[src/rtl/mips_pkg.sv]
// Shared codes and defaults for the MIPS pipeline writeback path.
package mips_pkg;

  localparam int DATA_W_DEF  = 32;
  localparam int ADDR_W_DEF  = 5;
  localparam int CNT_W_DEF   = 32;
  localparam int LINK_OFFSET = 8;

  typedef enum logic [1:0] {
    WBSEL_ALU  = 2'b00,
    WBSEL_LOAD = 2'b01,
    WBSEL_LINK = 2'b10,
    WBSEL_RSVD = 2'b11
  } wbsel_e;

  typedef enum logic [1:0] {
    LDSIZE_WORD = 2'b00,
    LDSIZE_HALF = 2'b01,
    LDSIZE_BYTE = 2'b10,
    LDSIZE_RSVD = 2'b11
  } ldsize_e;

endpackage

[src/rtl/load_extract.sv]
// Big-endian sub-word load extraction with sign/zero extension and alignment check.
module load_extract
  import mips_pkg::*;
#(
  parameter int DATA_W = DATA_W_DEF
) (
  input  logic [DATA_W-1:0] load_data_i,
  input  logic [1:0]        addr_lo_i,
  input  logic [1:0]        ldsize_i,
  input  logic              ldunsigned_i,
  output logic [DATA_W-1:0] value_o,
  output logic              misaligned_o
);

  logic [7:0]  byte_s;
  logic [15:0] half_s;

  // Select the addressed byte/half, then extend according to the access size.
  always_comb begin
    byte_s       = 8'h00;
    half_s       = 16'h0000;
    value_o      = load_data_i;
    misaligned_o = 1'b0;

    case (addr_lo_i)
      2'b00:   byte_s = load_data_i[31:24];
      2'b01:   byte_s = load_data_i[23:16];
      2'b10:   byte_s = load_data_i[15:8];
      2'b11:   byte_s = load_data_i[7:0];
      default: byte_s = 8'h00;
    endcase

    if (addr_lo_i[1]) begin
      half_s = load_data_i[15:0];
    end else begin
      half_s = load_data_i[31:16];
    end

    case (ldsize_i)
      LDSIZE_HALF: begin
        misaligned_o = addr_lo_i[0];
        if (ldunsigned_i) begin
          value_o = {{(DATA_W-16){1'b0}}, half_s};
        end else begin
          value_o = {{(DATA_W-16){half_s[15]}}, half_s};
        end
      end
      LDSIZE_BYTE: begin
        misaligned_o = 1'b0;
        if (ldunsigned_i) begin
          value_o = {{(DATA_W-8){1'b0}}, byte_s};
        end else begin
          value_o = {{(DATA_W-8){byte_s[7]}}, byte_s};
        end
      end
      default: begin
        // Word and the reserved encoding both behave as a full-word load.
        misaligned_o = (addr_lo_i != 2'b00);
        value_o      = load_data_i;
      end
    endcase
  end

endmodule

[src/rtl/writeback_stage.sv]
// MEM/WB stage: registers the retiring instruction and drives the register-file write port.
// Optional retired-instruction counter enabled by defining RETIRE_CNT_EN.
module writeback_stage
  import mips_pkg::*;
#(
  parameter int DATA_W = DATA_W_DEF,
  parameter int ADDR_W = ADDR_W_DEF,
  parameter int CNT_W  = CNT_W_DEF
) (
  input  logic              clk,
  input  logic              reset,
  input  logic              stall,
  input  logic              flush,
  input  logic              mem_valid,
  input  logic              mem_regwrite,
  input  logic [ADDR_W-1:0] mem_writereg,
  input  logic [1:0]        mem_wbsel,
  input  logic [1:0]        mem_ldsize,
  input  logic              mem_ldunsigned,
  input  logic [1:0]        mem_addr_lo,
  input  logic [DATA_W-1:0] mem_alu_result,
  input  logic [DATA_W-1:0] mem_load_data,
  input  logic [DATA_W-1:0] mem_pc,
  output logic              regwrite,
  output logic [ADDR_W-1:0] writereg,
  output logic [DATA_W-1:0] writedata,
  output logic              fwd_valid,
  output logic [ADDR_W-1:0] fwd_reg,
  output logic [DATA_W-1:0] fwd_data,
  output logic              misalign,
  output logic [CNT_W-1:0]  retired_count
);

  logic              regwrite_q, regwrite_d;
  logic [ADDR_W-1:0] writereg_q, writereg_d;
  logic [DATA_W-1:0] writedata_q, writedata_d;
  logic              misalign_q, misalign_d;

  logic              bubble_s;
  logic              capture_s;
  logic              is_load_s;
  logic              misaligned_s;
  logic [DATA_W-1:0] ld_value_s;
  logic              ld_misaligned_s;
  logic [DATA_W-1:0] wb_value_s;

  load_extract #(
    .DATA_W (DATA_W)
  ) u_load_extract (
    .load_data_i  (mem_load_data),
    .addr_lo_i    (mem_addr_lo),
    .ldsize_i     (mem_ldsize),
    .ldunsigned_i (mem_ldunsigned),
    .value_o      (ld_value_s),
    .misaligned_o (ld_misaligned_s)
  );

  assign bubble_s     = stall | flush | ~mem_valid;
  assign capture_s    = ~bubble_s;
  assign is_load_s    = (mem_wbsel == WBSEL_LOAD);
  assign misaligned_s = is_load_s & ld_misaligned_s;

  // Writeback value mux; reserved select falls through to the ALU result.
  always_comb begin
    wb_value_s = mem_alu_result;
    case (mem_wbsel)
      WBSEL_LOAD: wb_value_s = ld_value_s;
      WBSEL_LINK: wb_value_s = mem_pc + DATA_W'(LINK_OFFSET);
      default:    wb_value_s = mem_alu_result;
    endcase
  end

  // Next state: index/data only move on a real write so the register file sees no toggling.
  always_comb begin
    regwrite_d  = 1'b0;
    misalign_d  = 1'b0;
    writereg_d  = writereg_q;
    writedata_d = writedata_q;
    if (capture_s) begin
      regwrite_d = mem_regwrite & (mem_writereg != {ADDR_W{1'b0}}) & ~misaligned_s;
      misalign_d = misaligned_s;
      if (regwrite_d) begin
        writereg_d  = mem_writereg;
        writedata_d = wb_value_s;
      end else begin
        writereg_d  = writereg_q;
        writedata_d = writedata_q;
      end
    end else begin
      regwrite_d = 1'b0;
      misalign_d = 1'b0;
    end
  end

  // Pipeline register bank.
  always_ff @(posedge clk or posedge reset) begin
    if (reset) begin
      regwrite_q  <= 1'b0;
      writereg_q  <= {ADDR_W{1'b0}};
      writedata_q <= {DATA_W{1'b0}};
      misalign_q  <= 1'b0;
    end else begin
      regwrite_q  <= regwrite_d;
      writereg_q  <= writereg_d;
      writedata_q <= writedata_d;
      misalign_q  <= misalign_d;
    end
  end

  assign regwrite  = regwrite_q;
  assign writereg  = writereg_q;
  assign writedata = writedata_q;
  assign misalign  = misalign_q;
  assign fwd_valid = regwrite_q;
  assign fwd_reg   = writereg_q;
  assign fwd_data  = writedata_q;

`ifdef RETIRE_CNT_EN
  logic [CNT_W-1:0] count_q, count_d;

  // Misaligned loads still retire, so every capture counts.
  always_comb begin
    if (capture_s) begin
      count_d = count_q + {{(CNT_W-1){1'b0}}, 1'b1};
    end else begin
      count_d = count_q;
    end
  end

  // Retired-instruction counter register.
  always_ff @(posedge clk or posedge reset) begin
    if (reset) begin
      count_q <= {CNT_W{1'b0}};
    end else begin
      count_q <= count_d;
    end
  end

  assign retired_count = count_q;
`else
  assign retired_count = {CNT_W{1'b0}};
`endif

endmodule

[config.mk]
export PLATFORM = sky130hd
export DESIGN_NAME = writeback_stage
export DESIGN_NICKNAME = d
export VERILOG_FILES = /design/src/rtl/mips_pkg.sv /design/src/rtl/load_extract.sv /design/src/rtl/writeback_stage.sv
export SDC_FILE = /design/constraint.sdc
export NUM_CORES = 1
export LEC_CHECK = 0
export CAP_MARGIN = 20
export CORE_MARGIN = 5
export CORE_UTILIZATION = 39
export CTS_CLUSTER_SIZE = 40
export DETAILED_ROUTE_END_ITERATION = 12
export HOLD_SLACK_MARGIN = 0.15
export PLACE_DENSITY = 0.82
export SYNTH_ARGS = -nofsm -noshare
export SYNTH_HDL_FRONTEND = slang
export SYNTH_SLANG_ARGS = --single-unit
[constraint.sdc]
create_clock -name clk -period 1.35 [get_ports clk]
set_input_delay 0.3375 -clock clk [delete_from_list [all_inputs] [get_ports clk]]
set_output_delay 0.3375 -clock clk [all_outputs]
set_load 0.01 [all_outputs]
==> reports/metrics.yaml <==
status: "finished with violations"
violations: "setup timing"
drcViolationCount: 0
synth-seq-cells: 39
areaGrowthSynthToFinish_pct: 88.2
root_buffer: "clkbuf_8"
arrival_ns: 1.85
grt_first_pass_wirelength_mm: 25.4
grt_pass1_vias: 4835
met1_usage: 0.339
dieArea_um2: 12000
min_period_ns: 1.67
dieWidth_um: 110
synthMuxAreaShare: 0.0509
yosys.area.top_type: "dfrtp_1"
ys_cells: 485
compound_area_frac: 0.248
seqPwrFrac: 0.288
cts_buffers: 5
rows: 36
avgSynthCellArea_um2: 7.96
topCombFamilyByArea: "AND-OR/OR-AND gates"
cts_hold_buf: 0
log.warning_count: 31
pg_clk_w: 0.00103
overflow: 0
ant_nets: 0
fillers: 704
ys.warnings.count: 0
ys_seq_share: 0.253
ys_area_um2: 3860
path_class: "input pin to flop"
via_per_inst: 5.35
pg_comb_w: 0.00310
rsz0062_at_grt: "yes"
path_cells: "buf_6 > or4_4 > o2111ai_4 > clkinv_4 > buf_12 > buf_16 > o21ai_2 > o21ai_1"
crit_family: "buffers and inverters"
ff_type: "dfrtp_1"
logic_area_um2: 2830
fin_ws_ns: -0.318
leakagePower_nw: 3.29
top_area_frac: 0.253
cp_max_fo: 6
max_stage_delay_ns: 0.54
finalHoldViolations: 0
cts_buffer_depth: 2
grt_start_max_net_pins: 40
regArea_um2: 976
io_pins: 223
comb_power_share: 0.535
p_sw_w: 0.00213
crit_slowest_cell: "or4_4"
finalSetupViolations: 38
required_ns: 1.53
p_per_area_nw_per_um2: 797
ys_sh_adder: 0.0162
finClkSkew_ns: 0
clock.fmax_ghz: 0.600
cts_tree: "done"
top_power_group: "combinational cells"
clk_pin_slew_ns: 0.08
async_flop_share: 1.00
fin_crit_sh: 1.24
largest_reg_flops: 32
fp_util: 0.397
core_region_area_um2: 9730
cts_sinks: 39
endpoint_kind: "flop"
-- through the flow --
step            util  setup WS (ns)  power (W)  hold slack, ns  cell area [um^2]
2_1_floorplan      -         -0.294    0.00315           0.450              4090
3_3_place_gp   0.648          -1.07    0.00463           0.471              6310
3_5_place_dp   0.648          -1.07    0.00470           0.490              6310
4_1_cts        0.715         -0.266    0.00550           0.261              6960
5_1_grt        0.747         -0.365    0.00609           0.270              7270
6_report       0.747         -0.318    0.00579           0.251              7270
-- logic make-up (layout without fill, tap and decap cells) --
family / Yosys count / in the layout
flops: 39 / 39
fa+ha+maj: 5 / 5
mux: 15 / 15
xor+xnor: 27 / 27
buf+inv: 114 / 350
compound gates: 146 / 146
simple gates: 138 / 138
other cells: 1 / 34
-- cells in the mapped netlist, types with 2 or more instances --
cell        n
nand3_1    13
nor4_2      3
nand4_1     6
nand2_1    61
mux2i_1     5
a221oi_1   13
a21oi_1    17
and3_1      3
o21a_1      3
xnor2_1    13
nand3_2     2
dfrtp_1    39
mux2_2      6
a221oi_2    3
a22oi_1     2
buf_4      74
clkbuf_1   16
nor2b_1     4
buf_2       6
a21o_1      3
a41oi_1     2
and4_1      5
nor3_1     10
xor2_1     14
ha_1        5
a31oi_4     2
mux4_2      3
o2bb2ai_1   5
a211oi_1   12
inv_1      14
nor2_1     10
and2_1      3
inv_2       2
nand2b_1   14
o21ai_0    50
o21ai_1    25
-- repair_timing --
| item | 4_1_cts | 5_1_grt |
|---|---|---|
| setup buffers | 16 | 19 |
| cloned | 5 | 1 |
| gates resized | 332 | 74 |
| setup endpoints to repair | 116 | 84 |
| pin swaps | 68 | 22 |
-- cell type report --
type                            instances  area share
Antenna cell                            2    0.000688
Timing Repair Buffer                  326       0.427
Inverter                               16     0.00929
Multi-Input combinational cell        363       0.390
Clock inverter                          2     0.00482
Clock buffer                            6      0.0114
Tap cell                              133      0.0229
Sequential cell                        39       0.134
-- final timing paths --
kind	from	end	slack, ns	cells after the start
setup / recovery	mem_writereg[1]	fwd_data[21]	-0.32	8
hold / removal	mem_writereg[1]	fwd_reg[1]	0.25	3
setup reg to reg	fwd_data[25]	fwd_data[25]	0.54	3
hold reg to reg	fwd_reg[2]	fwd_reg[2]	0.49	2
max in group asynchronous	reset	fwd_data[6]	0.74	3
min in group asynchronous	reset	fwd_data[27]	0.41	3
-- tightest hold or removal path, stage by stage --
cell and delay [ns]:
buf_6 0.07, nand2_1 0.04, nand2_1 0.06
-- per-layer routing --
metal  vias up  share of wire
met5         -              0
met3        37          0.066
li1       2173              -
met2       227           0.51
met1      2305           0.40
met4         0          0.029
-- cell usage in the layout (no fill, tap or decap), types with 12 or more instances in the layout --
master and n:
buf_12 12, o21ai_1 28, clkdlybuf4s50_1 61, nand2b_1 14
dfrtp_1 39, dlygate4sd2_1 66, buf_6 21, clkdlybuf4s15_1 40
buf_4 104, buf_2 13, conb_1 32, o21ai_2 24
a21oi_1 13, nand2_1 51, o21ai_0 23
Figure 1. M3 wires.
Scale bar: 20 um.
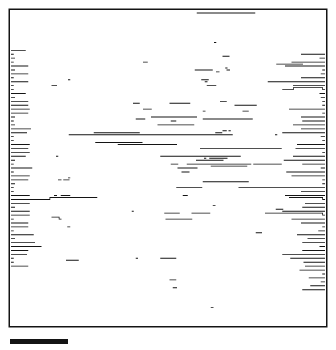
longest straight run	56.6 um
share of all routed wire	6.6%
wire length on this layer	1150 um
main direction	horizontal
nets with wire on the layer	163
DRT Wirelength: 17.3 mm
vias: 4742
met3 Track Usage GR: 0.0399

Figure 2. Routing congestion map.
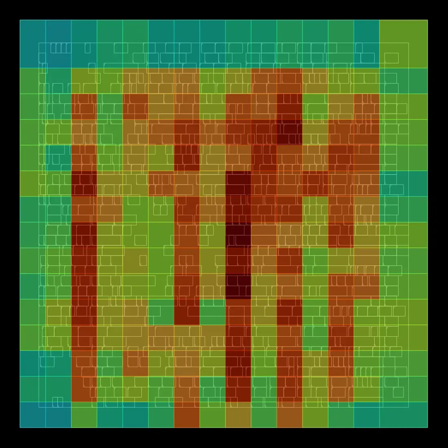
GRT Max-Usage Layer: met2
Core Util, Final: 0.747
Total GRT Usage: 0.275
WL per Instance: 19.5 um

Figure 3. Selected gate families.
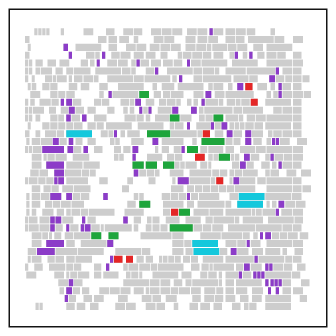
family	color	cells
AND-OR and OR-AND gates	red	8
multiplexers	green	15
adder and majority cells	cyan	5
NAND gates	purple	98
Post-Layout Cell Count: 887
multi-input combinational area share: 0.390
Commonest Layout Cell: buf_4

Figure 4. Register map, names as in the netlist.
Other sequential cells in the stronger gray, the rest of the logic in the fainter gray.
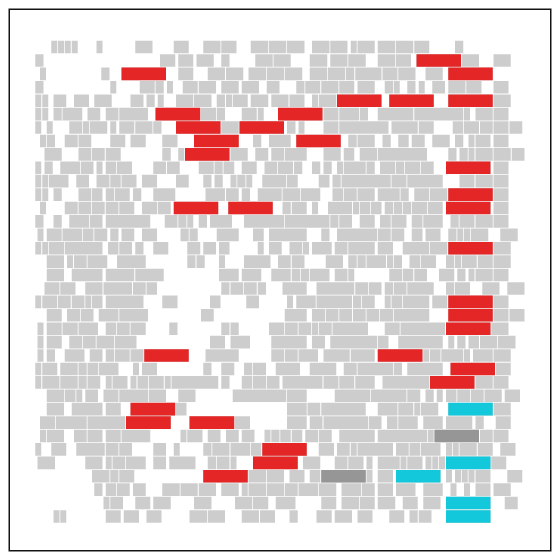
signal	color	flops
fwd_data	red	32
fwd_reg	cyan	5
not colored	2

Figure 5. Met2 routing.
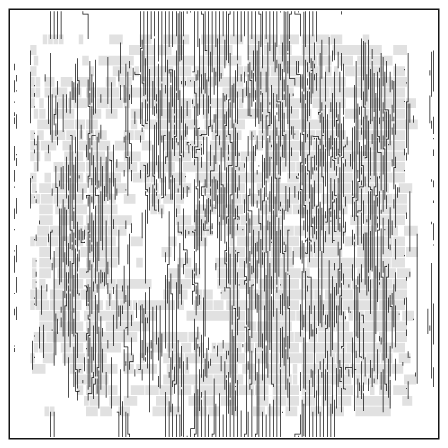
share of all routed wire	51%
wire length on this layer	8800 um
nets with wire on the layer	781
met2 usage: 0.493

Power figures rest on the tool's default switching activity, not on a simulated workload.
